### Sequential cells grouped by signal name

Scale bar: 20 um. Other sequential cells in the stronger grey, the rest of the logic in the fainter grey.
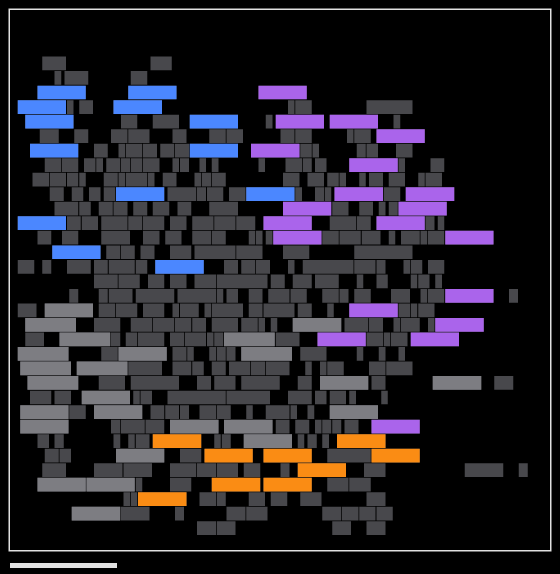
### The clock network

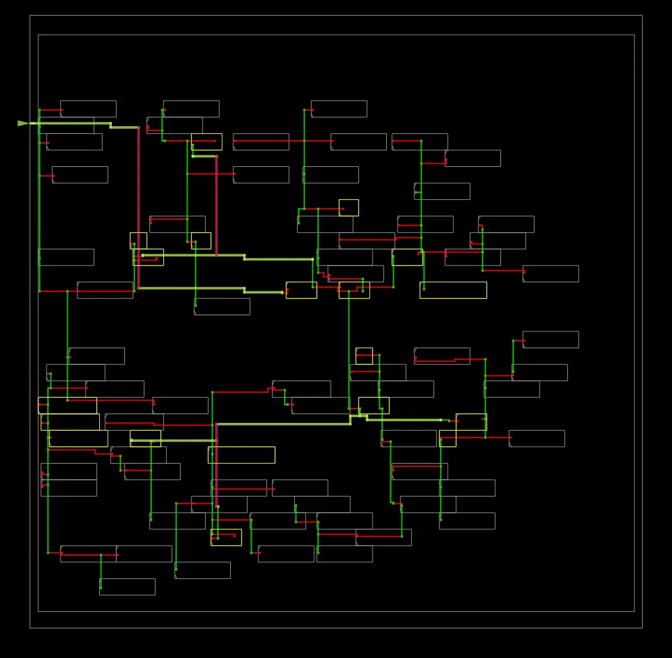
### Metal layers overlaid

Scale bar: 20 um. Only two layers are drawn.
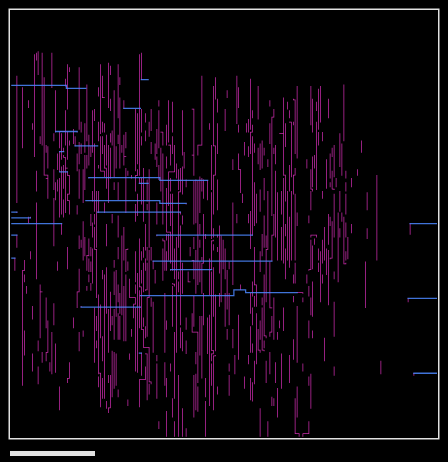
### Placement by cell class

Fill, decap, tap and diode cells in grey.
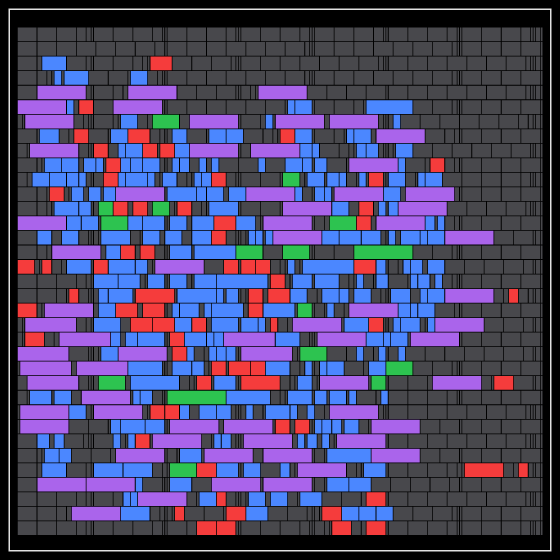
--- src/rtl/ps2_host_tx.sv ---
// PS/2 host-to-device transmitter. Sends one command byte to the keyboard
// over the shared open-drain ps2k_clk/ps2k_data pair: clock inhibit,
// request-to-send, 8 data bits + odd parity + stop shifted on device clock
// falls, ACK sample, return-to-idle detection, and a transfer timeout.
module ps2_host_tx #(
  parameter int CLK_FREQ    = 50000000,
  parameter int INHIBIT_CYC = 6000,
  parameter int RTS_CYC     = 1000,
  parameter int TIMEOUT_CYC = 750000,
  parameter int FILT_LEN    = 4
) (
  input  logic       clk,
  input  logic       rst_n,
  input  logic [7:0] tx_data,
  input  logic       tx_start,
  input  logic       ps2k_clk_i,
  input  logic       ps2k_data_i,
  output logic       ps2k_clk_oe,
  output logic       ps2k_data_oe,
  output logic       busy,
  output logic       done,
  output logic       ack_ok,
  output logic       err
);

  localparam int CNT_MAX = (INHIBIT_CYC > RTS_CYC) ? INHIBIT_CYC : RTS_CYC;
  localparam int CNT_W   = $clog2(CNT_MAX + 1);
  localparam int TO_W    = $clog2(TIMEOUT_CYC + 1);
  localparam int FC_W    = $clog2(FILT_LEN + 1);

  if (CLK_FREQ <= 0 || FILT_LEN < 1 || INHIBIT_CYC < 1 || RTS_CYC < 1 ||
      TIMEOUT_CYC < 1) begin : g_bad_param
    $error("ps2_host_tx: parameters must be positive");
  end

  typedef enum logic [2:0] {
    IDLE, INHIBIT, RTS, SHIFT, ACK, WAIT_IDLE
  } state_t;

  logic [1:0]      clk_sync, data_sync;
  logic            clk_s, data_s;
  logic            clk_filt, fall;
  logic [FC_W-1:0] filt_cnt;

  state_t          state, state_n;
  logic [CNT_W-1:0] cnt, cnt_n;
  logic [TO_W-1:0] to_cnt, to_cnt_n;
  logic [3:0]      bit_idx, bit_idx_n;
  logic [8:0]      shreg, shreg_n;      // {parity, data[7:0]}
  logic [FC_W-1:0] idle_cnt, idle_cnt_n;
  logic            clk_oe_n, data_oe_n, busy_n, done_n, ack_ok_n, err_n;
  logic            timeout;

  assign clk_s  = clk_sync[1];
  assign data_s = data_sync[1];

  // Two-stage synchronizers for the asynchronous pad inputs (idle level high).
  always_ff @(posedge clk or negedge rst_n) begin
    if (!rst_n) begin
      clk_sync  <= 2'b11;
      data_sync <= 2'b11;
    end else begin
      // NOTE: non-blocking assignments make every flop sample the old value,
      // so the two stages really form a two-cycle pipeline.
      clk_sync  <= {clk_sync[0], ps2k_clk_i};
      data_sync <= {data_sync[0], ps2k_data_i};
    end
  end

  // Glitch filter on the clock: accept a level only after FILT_LEN equal samples.
  always_ff @(posedge clk or negedge rst_n) begin
    if (!rst_n) begin
      clk_filt <= 1'b1;
      filt_cnt <= '0;
      fall     <= 1'b0;
    end else begin
      fall <= 1'b0;
      if (clk_s == clk_filt) begin
        filt_cnt <= '0;
      end else if (filt_cnt == FC_W'(FILT_LEN - 1)) begin
        clk_filt <= clk_s;
        filt_cnt <= '0;
        fall     <= clk_filt;           // only a 1->0 change is a fall
      end else begin
        filt_cnt <= filt_cnt + 1'b1;
      end
    end
  end

  // State and datapath register.
  always_ff @(posedge clk or negedge rst_n) begin
    if (!rst_n) begin
      state        <= IDLE;
      cnt          <= '0;
      to_cnt       <= '0;
      bit_idx      <= '0;
      shreg        <= '0;
      idle_cnt     <= '0;
      ps2k_clk_oe  <= 1'b0;
      ps2k_data_oe <= 1'b0;
      busy         <= 1'b0;
      done         <= 1'b0;
      ack_ok       <= 1'b0;
      err          <= 1'b0;
    end else begin
      state        <= state_n;
      cnt          <= cnt_n;
      to_cnt       <= to_cnt_n;
      bit_idx      <= bit_idx_n;
      shreg        <= shreg_n;
      idle_cnt     <= idle_cnt_n;
      ps2k_clk_oe  <= clk_oe_n;
      ps2k_data_oe <= data_oe_n;
      busy         <= busy_n;
      done         <= done_n;
      ack_ok       <= ack_ok_n;
      err          <= err_n;
    end
  end

  // Next-state and output logic for the transfer sequence.
  always_comb begin
    // NOTE: every signal gets a default here so no path leaves one unassigned,
    // which would otherwise infer a latch.
    state_n    = state;
    cnt_n      = cnt;
    to_cnt_n   = to_cnt;
    bit_idx_n  = bit_idx;
    shreg_n    = shreg;
    idle_cnt_n = idle_cnt;
    clk_oe_n   = ps2k_clk_oe;
    data_oe_n  = ps2k_data_oe;
    busy_n     = busy;
    ack_ok_n   = ack_ok;
    done_n     = 1'b0;
    err_n      = 1'b0;
    timeout    = 1'b0;

    if (state == SHIFT || state == ACK || state == WAIT_IDLE) begin
      to_cnt_n = to_cnt + 1'b1;
      timeout  = (to_cnt == TO_W'(TIMEOUT_CYC - 1));
    end

    case (state)
      IDLE: begin
        // busy is still high for the cycle done is shown, so a start there is dropped
        busy_n = 1'b0;
        if (tx_start && !busy) begin
          shreg_n  = {~^tx_data, tx_data};
          busy_n   = 1'b1;
          clk_oe_n = 1'b1;
          ack_ok_n = 1'b0;
          cnt_n    = '0;
          state_n  = INHIBIT;
        end
      end
      INHIBIT: begin
        if (cnt == CNT_W'(INHIBIT_CYC - 1)) begin
          cnt_n     = '0;
          data_oe_n = 1'b1;             // start bit
          state_n   = RTS;
        end else begin
          cnt_n = cnt + 1'b1;
        end
      end
      RTS: begin
        if (cnt == CNT_W'(RTS_CYC - 1)) begin
          cnt_n     = '0;
          clk_oe_n  = 1'b0;
          to_cnt_n  = '0;
          bit_idx_n = '0;
          state_n   = SHIFT;
        end else begin
          cnt_n = cnt + 1'b1;
        end
      end
      SHIFT: begin
        if (fall) begin
          bit_idx_n = bit_idx + 1'b1;
          if (bit_idx == 4'd9) begin
            data_oe_n = 1'b0;           // stop bit: line released
            state_n   = ACK;
          end else begin
            data_oe_n = ~shreg[bit_idx];
          end
        end
      end
      ACK: begin
        if (fall) begin
          ack_ok_n   = ~data_s;         // device pulls data low to acknowledge
          idle_cnt_n = '0;
          state_n    = WAIT_IDLE;
        end
      end
      WAIT_IDLE: begin
        if (clk_filt && data_s) begin
          if (idle_cnt == FC_W'(FILT_LEN - 1)) begin
            done_n  = 1'b1;
            state_n = IDLE;
          end else begin
            idle_cnt_n = idle_cnt + 1'b1;
          end
        end else begin
          idle_cnt_n = '0;
        end
      end
      default: state_n = IDLE;
    endcase

    // Timeout overrides everything, including a same-cycle idle detection.
    if (timeout) begin
      clk_oe_n  = 1'b0;
      data_oe_n = 1'b0;
      err_n     = 1'b1;
      done_n    = 1'b0;
      ack_ok_n  = 1'b0;
      busy_n    = 1'b0;
      state_n   = IDLE;
    end
  end

endmodule
--- config.mk ---
export PLATFORM = sky130hd
export DESIGN_NAME = ps2_host_tx
export DESIGN_NICKNAME = d
export VERILOG_FILES = /design/src/rtl/ps2_host_tx.sv
export SDC_FILE = /design/constraint.sdc
export NUM_CORES = 1
export LEC_CHECK = 0
export CAP_MARGIN = 10
export CORE_UTILIZATION = 35
export CTS_CLUSTER_DIAMETER = 150
export CTS_CLUSTER_SIZE = 28
export DETAILED_ROUTE_END_ITERATION = 8
export GPL_ROUTABILITY_DRIVEN = 1
export SETUP_SLACK_MARGIN = 0.3
export SYNTH_ARGS = -nofsm -noshare
export SYNTH_HDL_FRONTEND = slang
export SYNTH_SLANG_ARGS = --single-unit
--- constraint.sdc ---
create_clock -name clk -period 1.9 [get_ports clk]
set_input_delay 0.57 -clock clk [delete_from_list [all_inputs] [get_ports clk]]
set_output_delay 0.57 -clock clk [all_outputs]
set_load 0.02 [all_outputs]
==> job_summary.md <==
### Flow metrics

| Metric | Value |
|---|---|
| CTS tree | `done` |
| N_taps | `129` |
| RSZ-0062 raised after global routing | `yes` |
| Clock buf/inv share | `0.0480` |
| Largest net degree at the start of global routing | `68` |
| RR Endpoint | `cnt[11]` |
| F_max | `0.533 GHz` |
| Core Util at FP | `0.367` |
| Drt wl/cell | `14.0 um` |
| DRT Wirelength | `7.44 mm` |
| Final Max Slew Viols | `0` |
| Status | `finished, final reports clean` |
| Biggest area cells | `dfrtp_1 45%, xor2_1 5.9%, nor2_1 4.1%, dfstp_2 3.8%, mux2_2 3.6%` |
| Largest register FFs | `20` |
| Synth-to-Final Area Change | `35.5%` |
| Startpoint Class | `register` |
| Flops after synth | `67` |
| Final setup margin | `24.1 ps` |
| OpenROAD warning count | `30` |
| R2r startpoint | `state[2]` |
| Maximum fanout along the worst path | `5` |
| Fin crit share | `0.987` |
| Die width | `101 um` |
| Comb. cell area | `1940 um^2` |
| Tmin final | `1880 ps` |
| Flop Count | `67` |
| Distinct lib cells | `59` |
| TritonCTS sink count | `67` |
| Worst Hold Margin | `233 ps` |
| Asr flop ratio synth | `1.00` |
| Routed vias | `2,648` |
| Top cell excl fill/tap | `dfrtp_1` |
| M2 GR Usage | `0.261` |
| Seq share, synth | `0.489` |
| Met3 GRT Util | `0.0455` |
| CTS Buffer Depth | `2` |
| # Cells Yosys | `324` |
| Reg2Reg Depth | `6` |
| Synth Area per Inst | `10.6 um^2` |
| Post-route setup TNS | `0 ps` |
| Setup skew after layout | `11.0 ps` |
| Flip-flops with a built-in enable | `0` |
| Finished layout cell area | `4660 um^2` |
| Largest cell class by area | `combinational gates` |
| Sw Ratio | `0.344` |
| Tot Pwr | `5390 uW` |
| Number of buffers added on ports | `18` |
| Fill cells | `871` |
| Mi-comb count | `239` |
| Syn_nets | `344` |
| Layout Utilization | `0.497` |
| Grt peak-use layer | `met2` |
| Worst slew pin tran | `387 ps` |
| Post-route antenna net violation count | `0` |
| Top cells by count, synth | `62 x dfrtp_1, 38 x nor2_1, 27 x nand2_1` |
| Met3 WL | `262 um` |
| Synth warn | `0` |
| Gate count after technology mapping | `324` |
| Most flop-heavy register | `to_cnt` |
| Routed wl met2 | `3.66 mm` |
| Share of cells above drive strength 1 | `0.389` |
| Biggest regs | `to_cnt (20), cnt (13), shreg (9)` |
| Sequential share of power | `0.365` |
| Critical Path Max Stage Delay | `400 ps` |
| # placed instances | `491` |
| Total grt overflow | `0` |
| Initial antenna violation count | `0` |
| M1 WL | `3.42 mm` |
| # setup viols final | `0` |
| Combinational share of power | `0.390` |
| Flop share of the area | `0.362` |
| CLK BUF | `9` |
| Yosys top cell by area | `dfrtp_1` |
| Signal buffers | `71` |
| Vias in the first global route | `2,675` |
| Yosys chip area | `3440 um^2` |
| Number of core rows | `35` |
| Non-filler cells, final | `530` |
| Arr. time, crit path | `2140 ps` |
| Critical path origin | `state[2]` |
| R2R setup slack | `20 ps` |
| Buffering overhead | `0.133` |
| Static Leakage | `0.00196 uW` |
| Post CTS Setup Buffer Count | `15` |
| HP Class | `in2async` |
| CTS buffer count | `9` |
| Psw | `1860 uW` |
| Internal power | `3540 uW` |
| Seq. cell area | `1690 um^2` |
| Maxcap violations | `0` |
About 'Sequential cells grouped by signal name':
- to_cnt: purple (sequential cells 20)
- shreg: orange (sequential cells 9; where bottom middle)
- cnt: blue (sequential cells 13; where top left)
- not coloured: 25

About 'The clock network':
clock latency on the worst-skew pair: 350 ps
clock-net power: 1320 uW

About 'Metal layers overlaid':
- M3: blue (wire length 262 um)
- M2: magenta (wire length 3,660 um)

About 'Placement by cell class':
- remaining buffers and delay cells: red (cells 71; share of their area 14%)
- clock drivers and dummy loads: green (cells 16; share of their area 5.0%)
- registers: purple (cells 67; share of their area 37%)
- remaining logic cells: blue (cells 247; share of their area 44%)

power groups by stage:
stage / registers (uW) / logic (uW) / clock network (uW)
6_report: 1970 / 2100 / 1320
5_1_grt: 2010 / 2300 / 1420
4_1_cts: 1950 / 1880 / 1370
3_5_place_dp: 1980 / 1570 / 0
3_3_place_gp: 1960 / 1540 / 0
2_1_floorplan: 1920 / 1130 / 0
cell families after synthesis:
group,after synthesis,synth area share
and+or+nand+nor,129,0.201
DFF,67,0.489
AOI/OAI and AO/OA,51,0.105
xor gates and xnor gates,36,0.0917
buffers and inverters,19,0.0327
muxes,15,0.0549
adders and majority gates,7,0.0255
critical path: cells and delay by family, from the launching register on:
kind / cells / cell delay, ps
flops: 1 / 400
compound gates: 3 / 670
buf+inv: 1 / 170
simple gates: 2 / 550
Power is estimated from default activity; no workload was simulated.
